**src/rtl/multicycle_control_unit.sv**
```systemverilog
// rtl/multicycle_control_unit.sv - FSM control unit for a multi-cycle RV32I core
// Optional retire counter: define MCU_RETIRE_CNT_EN.
module multicycle_control_unit #(
  parameter int TIMEOUT = 255,
  parameter int TO_W    = 8,
  parameter int CNT_W   = 32
) (
  input  logic             i_clk,
  input  logic             i_rst_n,
  input  logic             i_run,
  input  logic [6:0]       i_opcode,
  output logic             o_imem_req,
  input  logic             i_imem_ack,
  output logic             o_dmem_req,
  input  logic             i_dmem_ack,
  output logic             o_ir_we,
  output logic             o_pc_we,
  output logic             o_branch,
  output logic             o_jump,
  output logic             o_mem_read,
  output logic             o_mem_write,
  output logic             o_mem_to_reg,
  output logic             o_alu_src,
  output logic             o_reg_write,
  output logic [1:0]       o_aluop,
  output logic             o_halt,
  output logic             o_err,
  output logic [1:0]       o_err_code,
  output logic [CNT_W-1:0] o_retire_cnt
);

  typedef enum logic [2:0] {
    S_IDLE, S_FETCH, S_DECODE, S_EXEC, S_MEM, S_WB, S_HALT
  } state_t;

  typedef enum logic [3:0] {
    C_R, C_I, C_L, C_S, C_B, C_JAL, C_JALR, C_LUI, C_AUIPC, C_SYS, C_ILL
  } cls_t;

  state_t          r_state;
  cls_t            r_cls;
  cls_t            w_cls;
  logic [TO_W-1:0] r_wait_cnt;
  logic            r_halt;
  logic            r_err;
  logic [1:0]      r_err_code;
  logic            w_wait;
  logic            w_tmo;
  logic            w_alu_src;
  logic [1:0]      w_aluop;

  // Classify the raw opcode; only sampled in DECODE.
  always_comb begin
    case (i_opcode)
      7'b0110011: w_cls = C_R;
      7'b0010011: w_cls = C_I;
      7'b0000011: w_cls = C_L;
      7'b0100011: w_cls = C_S;
      7'b1100011: w_cls = C_B;
      7'b1101111: w_cls = C_JAL;
      7'b1100111: w_cls = C_JALR;
      7'b0110111: w_cls = C_LUI;
      7'b0010111: w_cls = C_AUIPC;
      7'b1110011: w_cls = C_SYS;
      default:    w_cls = C_ILL;
    endcase
  end

  // A wait cycle is a request cycle without its ack; an ack on the limit cycle wins.
  always_comb begin
    w_wait = ((r_state == S_FETCH) && !i_imem_ack) || ((r_state == S_MEM) && !i_dmem_ack);
    w_tmo  = (TIMEOUT != 0) && w_wait && ((r_wait_cnt + TO_W'(1)) == TO_W'(TIMEOUT));
  end

  // ALU controls from the latched class.
  always_comb begin
    w_alu_src = (r_cls == C_I) || (r_cls == C_L) || (r_cls == C_S) ||
                (r_cls == C_JALR) || (r_cls == C_LUI) || (r_cls == C_AUIPC);
    case (r_cls)
      C_R:     w_aluop = 2'b10;
      C_I:     w_aluop = 2'b11;
      C_B:     w_aluop = 2'b01;
      default: w_aluop = 2'b00;
    endcase
  end

  // Datapath controls; ALU controls stay up through MEM/WB so an unregistered result is stable.
  always_comb begin
    o_imem_req   = 1'b0;
    o_dmem_req   = 1'b0;
    o_ir_we      = 1'b0;
    o_pc_we      = 1'b0;
    o_branch     = 1'b0;
    o_jump       = 1'b0;
    o_mem_read   = 1'b0;
    o_mem_write  = 1'b0;
    o_mem_to_reg = 1'b0;
    o_alu_src    = 1'b0;
    o_reg_write  = 1'b0;
    o_aluop      = 2'b00;
    case (r_state)
      S_FETCH: begin
        o_imem_req = 1'b1;
        o_ir_we    = i_imem_ack;
      end
      S_EXEC: begin
        o_alu_src = w_alu_src;
        o_aluop   = w_aluop;
        o_branch  = (r_cls == C_B);
        o_pc_we   = (r_cls == C_B);
      end
      S_MEM: begin
        o_alu_src   = w_alu_src;
        o_aluop     = w_aluop;
        o_dmem_req  = 1'b1;
        o_mem_read  = (r_cls == C_L);
        o_mem_write = (r_cls == C_S);
        o_pc_we     = (r_cls == C_S) && i_dmem_ack;
      end
      S_WB: begin
        o_alu_src    = w_alu_src;
        o_aluop      = w_aluop;
        o_reg_write  = 1'b1;
        o_pc_we      = 1'b1;
        o_mem_to_reg = (r_cls == C_L);
        o_jump       = (r_cls == C_JAL) || (r_cls == C_JALR);
      end
      default: ;
    endcase
  end

  assign o_halt     = r_halt;
  assign o_err      = r_err;
  assign o_err_code = r_err_code;

  // Instruction sequencer with wait counter and sticky halt/error status.
  always_ff @(posedge i_clk or negedge i_rst_n) begin
    if (!i_rst_n) begin
      r_state    <= S_IDLE;
      r_cls      <= C_ILL;
      r_wait_cnt <= '0;
      r_halt     <= 1'b0;
      r_err      <= 1'b0;
      r_err_code <= 2'b00;
    end else begin
      case (r_state)
        S_IDLE: if (i_run) r_state <= S_FETCH;
        S_FETCH, S_MEM: begin
          if (!w_wait) begin
            r_wait_cnt <= '0;
            if (r_state == S_FETCH)  r_state <= S_DECODE;
            else if (r_cls == C_L)   r_state <= S_WB;
            else                     r_state <= i_run ? S_FETCH : S_IDLE;
          end else if (w_tmo) begin
            r_wait_cnt <= '0;
            r_state    <= S_HALT;
            r_halt     <= 1'b1;
            r_err      <= 1'b1;
            r_err_code <= 2'b10;
          end else begin
            r_wait_cnt <= r_wait_cnt + TO_W'(1);
          end
        end
        S_DECODE: begin
          r_cls <= w_cls;
          if (w_cls == C_SYS) begin
            r_state <= S_HALT;
            r_halt  <= 1'b1;
          end else if (w_cls == C_ILL) begin
            r_state    <= S_HALT;
            r_halt     <= 1'b1;
            r_err      <= 1'b1;
            r_err_code <= 2'b01;
          end else begin
            r_state <= S_EXEC;
          end
        end
        S_EXEC: begin
          if (r_cls == C_B)                        r_state <= i_run ? S_FETCH : S_IDLE;
          else if (r_cls == C_L || r_cls == C_S)   r_state <= S_MEM;
          else                                     r_state <= S_WB;
        end
        S_WB:    r_state <= i_run ? S_FETCH : S_IDLE;
        default: r_state <= S_HALT;
      endcase
    end
  end

`ifdef MCU_RETIRE_CNT_EN
  logic [CNT_W-1:0] r_retire_cnt;
  // Count retires (pc_we pulses); no pulse occurs in HALT so it freezes there.
  always_ff @(posedge i_clk or negedge i_rst_n) begin
    if (!i_rst_n)     r_retire_cnt <= '0;
    else if (o_pc_we) r_retire_cnt <= r_retire_cnt + CNT_W'(1);
  end
  assign o_retire_cnt = r_retire_cnt;
`else
  assign o_retire_cnt = '0;
`endif

endmodule

```
**config.mk**
```make
export PLATFORM = sky130hd
export DESIGN_NAME = multicycle_control_unit
export DESIGN_NICKNAME = d
export VERILOG_FILES = /design/src/rtl/multicycle_control_unit.sv
export SDC_FILE = /design/constraint.sdc
export NUM_CORES = 1
export LEC_CHECK = 0
export ABC_AREA = 1
export CAP_MARGIN = 10
export CORE_MARGIN = 4
export CORE_UTILIZATION = 40
export CTS_CLUSTER_DIAMETER = 60
export CTS_CLUSTER_SIZE = 14
export DETAILED_ROUTE_END_ITERATION = 6
export DONT_BUFFER_PORTS = 1
export GPL_ROUTABILITY_DRIVEN = 0
export PLACE_DENSITY_LB_ADDON = 0.15
export SETUP_SLACK_MARGIN = 0.15
export SYNTH_ARGS = -nofsm -noshare
export SYNTH_HDL_FRONTEND = slang
export SYNTH_SLANG_ARGS = --single-unit
export TNS_END_PERCENT = 10
```
**constraint.sdc**
```tcl
create_clock -name i_clk -period 2.3 [get_ports i_clk]
set_clock_uncertainty 0.1 [all_clocks]
set_input_delay 0.345 -clock i_clk [delete_from_list [all_inputs] [get_ports i_clk]]
set_output_delay 0.345 -clock i_clk [all_outputs]
set_load 0.02 [all_outputs]
```
**Run 1: selected gate families**

Scale bar: 20 um.
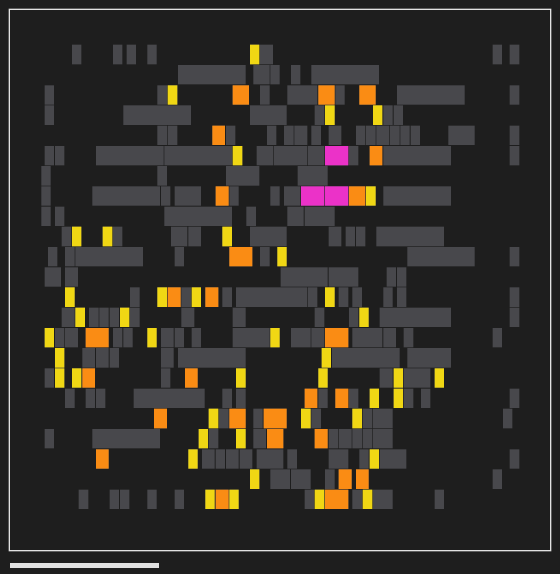
Key: yellow = inverters [cells 42, most used inv_1]; magenta = XOR/XNOR gates [cells 3, most used xor2_1]; orange = inverting AOI/OAI gates [cells 26, most used o21ai_0]
dominant logic cell type in the layout: nand2_1
Layout Cells excl Fill: 307
fraction of area in multi-input gates: 53.1%

**Run 1: placed cells, one color a class**

Scale bar: 20 um.
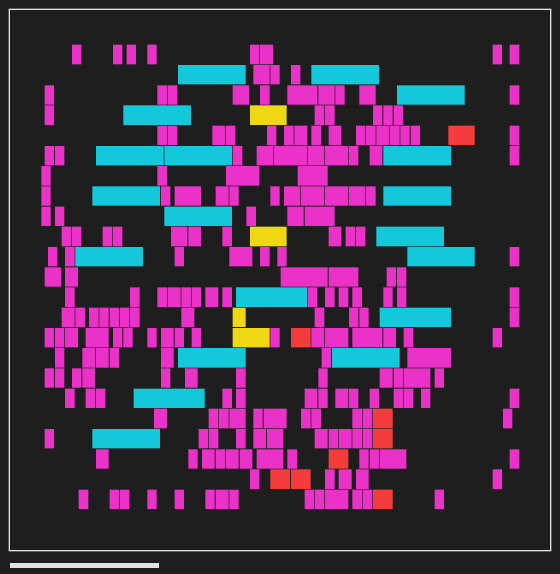
Key: cyan = flops [cells 19]; red = other buffers and delay cells [cells 8]; magenta = combinational and other logic [cells 226]; yellow = clock drivers and dummy loads [cells 4]
fin util: 42.8%
core area: 4030 sq um
flop share of the area: 27.8%
Finished Cell Area: 1720 sq um
placement row count: 23

**Run 1: clock distribution**

Scale bar: 20 um.
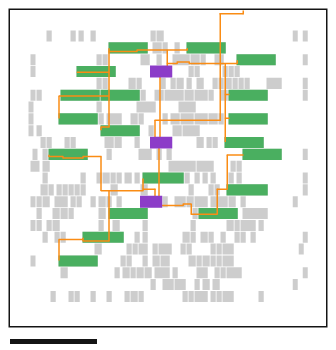
Key: orange = clock wires [length 300 um]; purple = clock drivers [count 3]; green = flip-flops [count 19]
There are 4 routed clock nets.
Clk pwr share: 12.4%
Late-Pin Clk Latency: 260 ps
Clk. pwr: 240 uW

-- run 1: flip-flops by register name, summed over array words and instances (netlist names) --
signal	flops
r_wait_cnt	8
r_cls	4
r_state	3
o_err_code	2
o_err	1
o_halt	1
-- run 1: cell type report --
type	instances	area (sq um)	area share, %
clock buffers	3	41.3	2.39
multi-input cells	184	916	53.1
well taps	50	62.6	3.63
clock inverters	1	5.00	0.290
flip-flops and latches	19	479	27.8
inverters	42	158	9.14
repair buffers	8	62.6	3.63
-- run 1: how the worst max path moves through the flow --
stage / slack (ps) / end / depth (start not counted) / from
after CTS: 180 / o_alu_src / 5 / r_state[0]$_DFFE_PN0P_
after global routing: 170 / o_jump / 6 / r_state[1]$_DFFE_PN0P_
after detailed placement: 470 / o_alu_src / 5 / r_state[0]$_DFFE_PN0P_
after floorplan: 180 / o_alu_src / 5 / r_state[1]$_DFFE_PN0P_
final: 270 / o_alu_src / 5 / r_state[2]$_DFFE_PN0P_
after global placement: 480 / o_alu_src / 5 / r_state[0]$_DFFE_PN0P_
-- run 1: routing by layer --
| layer | vias up | GRT usage (%) | part of all wire [%] |
|---|---|---|---|
| met5 | - | 0 | 0 |
| met2 | 52 | 21.7 | 46 |
| li1 | 732 | - | - |
| met1 | 607 | 17.9 | 46 |
| met3 | 6 | 2.62 | 6.5 |
| met4 | 0 | 4.92 | 1.7 |
-- run 1: cell usage in the layout (no fill, tap or decap), drive strengths merged, types with 6 or more instances in the layout --
master	n
dfrtp	17
inv	42
o22ai	6
nor3	9
o21ai	15
nand2	67
nor2	23
nand3	19
buf	7
conb	32
-- run 1: where the power goes --
group          total (mW)  leakage, nW  switching [mW]  internal (mW)
combinational        1.07        0.646           0.726          0.344
sequential          0.625        0.238           0.156          0.469
clock               0.240       0.0255           0.120          0.121
==> impl_metrics.csv, run 1 <==
group,metric,value,unit
placement,dp.cells,302,
global_routing,grt-ovfl-total,0,
synthesis,simple_gate_share,34.6,%
synthesis,top_area_share,25.5,%
clocking,numCtsBuffers,3,
placement,post-place-ws,474,ps
placement,hpwl,2730,um
clocking,numClockSinks,19,
global_routing,grt_pass1_wl,5750,um
clocking,clk_pin_slew_worst_paths,70,ps
route,wirelength,3420,um
synthesis,yosysTopAreaCell,"dfrtp_1",
cells_and_area,antennaDiodeCount,0,
min_path,hold_class,"in -> reg",
worst_setup_path,crit_buf_inv,3,
worst_setup_path,critical_path.slowest_cell,"dfrtp_1",
timing,fin_ws,267,ps
run,warnings,27,
synthesis,avgSynthCellArea,6.76,sq um
timing,max_freq,492,MHz
clocking,cts_resized,0,
clocking,h-tree-depth,1,
floorplan,chipArea,5270,sq um
worst_setup_path,end_kind,"primary output",
synthesis,muxShareOfSynthArea,0,%
synthesis,synthArstFlopShare,100,%
clocking,cts_tree,"yes",
timing,finalHoldViolCount,0,
timing,setup_violations,0,
synthesis,yosysSeqAreaShare,28.6,%
synthesis,xor_area_share,1.57,%
route,drc,0,
timing,fin_setup_tns,0,ps
worst_setup_path,rrSetupSlack,480,ps
global_routing,antenna_found_initial,0,
floorplan,die_x,72.6,um
timing,worstMarginPinSlew,885,ps
cells_and_area,fillers,423,
run,cap_violations,0,
synthesis,netlist_area,1670,sq um
synthesis,syn-instance-count,247,
run_status,status,"completed",
timing,fin_crit_sh,88.4,%
synthesis,adder_share,1.50,%
synthesis,ys_cells,247,
route,drtIter0Drc,77,
route,ant_nets,0,
cells_and_area,drive_gt1_share,15.2,%
floorplan,io_pins,61,
synthesis,yosys_area,1670,sq um
power,ir_worst_vdd,0.299,mV
synthesis,common_cells,"nand2_1 (62), inv_1 (35), buf_4 (32)",
synthesis,synthTopCellsByArea,"dfrtp_1 (25%), buf_4 (14%), nand2_1 (14%)",
worst_setup_path,crit_arrival,1590,ps
clocking,postCtsHoldBufs,1,
power,p_leak,0.909,nW
route,via_count,1397,
synthesis,ys.flops,19,
route,viasPerCell,4.55,
synthesis,synth-edff-count,0,
route,first_pass_iters,4,
placement,port_buffers,0,
global_routing,grt_pass1_vias,1314,
route,wl_per_cell,11.1,um
synthesis,top_cell,"nand2_1",
worst_setup_path,cp.required,1860,ps
worst_setup_path,cp-start-kind,"flip-flop",
worst_setup_path,worstPathMaxFanout,6,
clocking,clock_path_buffers,2,
timing,final_max_slew_viol_count,0,
worst_setup_path,crit_top_cell,"inv_2",
worst_setup_path,crit_family,"flip-flops",
synthesis,synth.logic.top_family,"simple AND/OR/NAND/NOR gates",
synthesis,synthDistinctLibCells,28,
timing,maxSlewHeadroom,40.8,%
min_path,min-delay-start,"i_opcode[6]",
timing,finalCriticalPeriod,2030,ps
clocking,clock-root-buffer,"clkbuf_8",
synthesis,ys_warn_count,0,
cells_and_area,syn2layout_area_growth,3.22,%
synthesis,synthAoiAreaFrac,9.36,%
global_routing,grt_start_max_net_pins,20,
min_path,holdPathStages,5,
worst_setup_path,r2r_end,"r_state[0]$_DFFE_PN0P_",
global_routing,track_usage,13.5,%
cells_and_area,nets,272,
timing,holdWs,282,ps
worst_setup_path,cp_cell_sequence,"inv_2, nor3_4, inv_2, a221oi_1, buf_4",
synthesis,flop_cell,"dfrtp_1",
worst_setup_path,worst-setup-path-type,"reg -> out",
worst_setup_path,ff2ff_path_depth,10,
placement,placed_cell_area,1660,sq um
worst_setup_path,slowest_delay,470,ps
clocking,cts_setup_buffers,0,
timing,rsz0062_at_grt,"no",
power,power,1.94,mW
floorplan,fp-utilization,41.5,%
power,power.density,1120,nW/um^2
worst_setup_path,r2r_start,"r_wait_cnt[0]$_DFFE_PN0P_",
min_path,min_to,"r_cls[1]$_DFFE_PN1P_",
floorplan,die_h,72.6,um
**Run 1: clock wiring as the flow saved it**

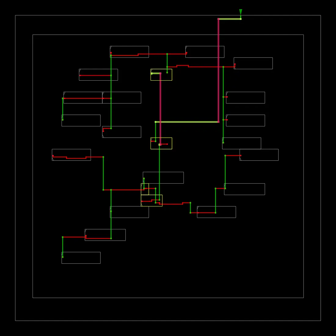

==> run 2, diff against run 1 <==
Settings changed: CELL_PAD_IN_SITES_DETAIL_PLACEMENT set to 1, CELL_PAD_IN_SITES_GLOBAL_PLACEMENT set to 2, CORE_UTILIZATION 40 to 33.
**Run 2: clock wiring as the flow saved it**

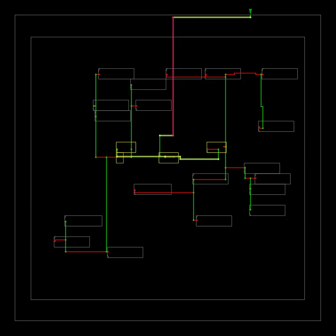
seq_cells: 19
CTS Buf Count: 3

==> run 2 against run 1 <==
  * Clock-buffer cell count unchanged
  * Highest routed layer unchanged
  * Combinational power about the same
  * Area after synthesis did not move
  * Largest power group unchanged
  * Wire length up 14%
  * Largest cell class unchanged
==> impl_metrics.csv, run 2 <==
group,metric,value,unit
synthesis,top_cell,"nand2_1",
placement,hpwl,3280,um
floorplan,well_tap_count,67,
clocking,numClockSinks,19,
power,clockPowerShare,12.3,%
cells_and_area,comb_cells,184,
placement,post-place-ws,431,ps
global_routing,antenna_found_initial,0,
cells_and_area,final-instance-count-excl-fill,324,
cells_and_area,final_area,1750,sq um
cells_and_area,nNonClkInverters,42,
cells_and_area,largest_reg_flops,8,
placement,placed_cell_area,1680,sq um
global_routing,grt_pass1_wl,6640,um
synthesis,syn-instance-count,247,
power,seqPwrFrac,32.1,%
timing,finalCriticalPeriod,2110,ps
timing,finalHoldViolCount,0,
floorplan,fp-utilization,34.7,%
synthesis,synthArstFlopShare,100,%
worst_setup_path,end_kind,"primary output",
cells_and_area,dominant-cell-class,"combinational gates",
synthesis,synth.logic.top_family,"simple AND/OR/NAND/NOR gates",
power,ir_worst_vdd,0.284,mV
synthesis,xor_area_share,1.57,%
cells_and_area,buf_share,3.58,%
cells_and_area,seq_share,27.4,%
floorplan,chipArea,6260,sq um
timing,max_freq,474,MHz
worst_setup_path,worstPathMaxFanout,4,
synthesis,flop_cell,"dfrtp_1",
synthesis,yosysTopAreaCell,"dfrtp_1",
worst_setup_path,crit_arrival,1670,ps
power,power.internal,932,uW
global_routing,track_usage,13.1,%
cells_and_area,sh_comb_area,52.6,%
route,drc,0,
power,pwr-share-comb,55.6,%
cells_and_area,utilization,36.3,%
cells_and_area,seq_area,478,sq um
run,warnings,28,
route,first_pass_iters,4,
cells_and_area,clock_cell_area_share,2.65,%
cells_and_area,comb_area,918,sq um
synthesis,adder_share,1.50,%
clocking,clock_path_buffers,2,
synthesis,ys.flops,19,
clocking,cts_tree,"yes",
global_routing,grt_start_max_net_pins,20,
cells_and_area,lay_top_cells,"nand2_1 (62), inv_1 (35), conb_1 (32), nor2_1 (18), dfrtp_1 (17)",
timing,fin_crit_sh,91.8,%
global_routing,grt-ovfl-total,0,
floorplan,io_pins,61,
worst_setup_path,cp.required,1860,ps
cells_and_area,fillers,655,
cells_and_area,top_regs,"r_wait_cnt (8), r_cls (4), r_state (3)",
timing,fin_setup_tns,0,ps
route,wirelength,3910,um
synthesis,simple_gate_share,34.6,%
run,cap_violations,0,
synthesis,ys_cells,247,
run_status,status,"completed",
cells_and_area,antennaDiodeCount,0,
timing,worstMarginPinSlew,912,ps
synthesis,ys_warn_count,0,
timing,final_max_slew_viol_count,0,
synthesis,yosysSeqAreaShare,28.6,%
timing,rsz0062_at_grt,"yes",
worst_setup_path,worst-setup-path-type,"reg -> out",
synthesis,synthDistinctLibCells,28,
route,ant_nets,0,
clocking,clk_latency,260,ps
synthesis,netlist_area,1670,sq um
synthesis,common_cells,"nand2_1 (62), inv_1 (35), buf_4 (32)",
synthesis,muxShareOfSynthArea,0,%
timing,maxSlewHeadroom,39.0,%
synthesis,yosys_area,1670,sq um
clocking,clock-root-buffer,"clkbuf_8",
synthesis,top_area_share,25.5,%
synthesis,synth-edff-count,0,
cells_and_area,n_all_buffers,8,
synthesis,avgSynthCellArea,6.76,sq um
cells_and_area,clkbuf_count,3,
worst_setup_path,ff2ff_path_depth,9,
floorplan,rows,25,
route,viasPerCell,4.46,
power,switching_share,52.4,%
power,p_leak,0.910,nW
cells_and_area,largest-register,"r_wait_cnt",
cells_and_area,drive_gt1_share,15.2,%
route,drtIter0Drc,29,
min_path,holdPathStages,4,
cells_and_area,nets,272,
worst_setup_path,cp-start-kind,"flip-flop",
route,via_count,1446,
synthesis,synthAoiAreaFrac,9.36,%
timing,fin_ws,189,ps
synthesis,synthTopCellsByArea,"dfrtp_1 (25%), buf_4 (14%), nand2_1 (14%)",
min_path,hold_class,"in -> reg",
clocking,cts_setup_buffers,0,
clocking,clk_pin_slew_worst_paths,80,ps
power,netSwitchingPower,1.03,mW
power,power,1.96,mW
placement,port_buffers,0,
placement,dp.cells,319,
clocking,h-tree-depth,1,
timing,setup_violations,0,
cells_and_area,syn2layout_area_growth,4.57,%
timing,holdWs,278,ps
power,power.density,1120,nW/um^2
route,wl_per_cell,12.1,um
cells_and_area,final_layout_top_logic_cell,"nand2_1",
global_routing,grt_pass1_vias,1435,
**Run 2: supply network**

Pins as bars on the die edge. Tap cells in gray.
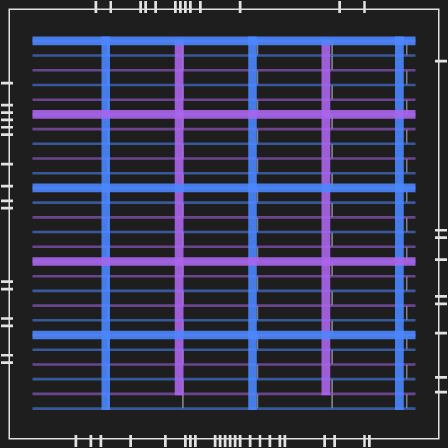
Key: purple = VDD; blue = VSS
The core has 25 rows. 67 tap cells. 5 straps on met5. 26 met1 rails follow the rows.
core area: 4820 sq um
Die Ht: 79.1 um
Die Span X: 79.1 um

## run 2: cell counts after synthesis
Identical to the previous run, type by type.
## run 2: layer usage
metal / global-route usage (%) / wire length, um / vias to the layer above
li1: - / - / 736
met1: 17.0 / 1760 / 676
met2: 22.5 / 1910 / 32
met3: 3.06 / 205 / 2
met4: 2.06 / 30 / 0
met5: 0 / 0 / -
## run 2: worst paths after layout
path                            slack [ps]                      start                   endpoint
worst max-delay path                   190     r_state[1]$_DFFE_PN0P_               o_mem_to_reg
worst min-delay path                   280                      i_run     r_state[1]$_DFFE_PN0P_
worst max register to register         430  r_wait_cnt[0]$_DFFE_PN0P_  o_err_code[1]$_DFFE_PN0P_
worst min register to register         430       r_cls[3]$_DFFE_PN1P_       r_cls[3]$_DFFE_PN1P_
max in group asynchronous              980                    i_rst_n         o_halt$_DFFE_PN0P_
min in group asynchronous              550                    i_rst_n     r_state[2]$_DFFE_PN0P_
## run 2: power by group through the flow
stage / Sequential (mW) / Combinational, mW / Clock (mW)
6_report: 0.629 / 1.09 / 0.240
5_1_grt: 0.656 / 1.25 / 0.269
4_1_cts: 0.629 / 1.10 / 0.249
3_5_place_dp: 0.634 / 1.09 / 0
3_3_place_gp: 0.634 / 1.08 / 0
2_1_floorplan: 0.594 / 0.890 / 0
## run 2: critical path, cell delays in order (launching register included)
cell     delay, ps
dfrtp_1        450
inv_2          120
nand2_1         60
nor2_1         180
buf_4          190
inv_1           80
nor2_1         320
## run 2: repair_timing
action | in CTS | in global routing
endpoints found under the hold margin | 19 | 0
resized | 1 | 1
setup endpoints to repair | 1 | 4
hold buffers | 1 | 0
gates cloned | 0 | 0
No activity file was given, so power comes from the tool's default toggle rates.
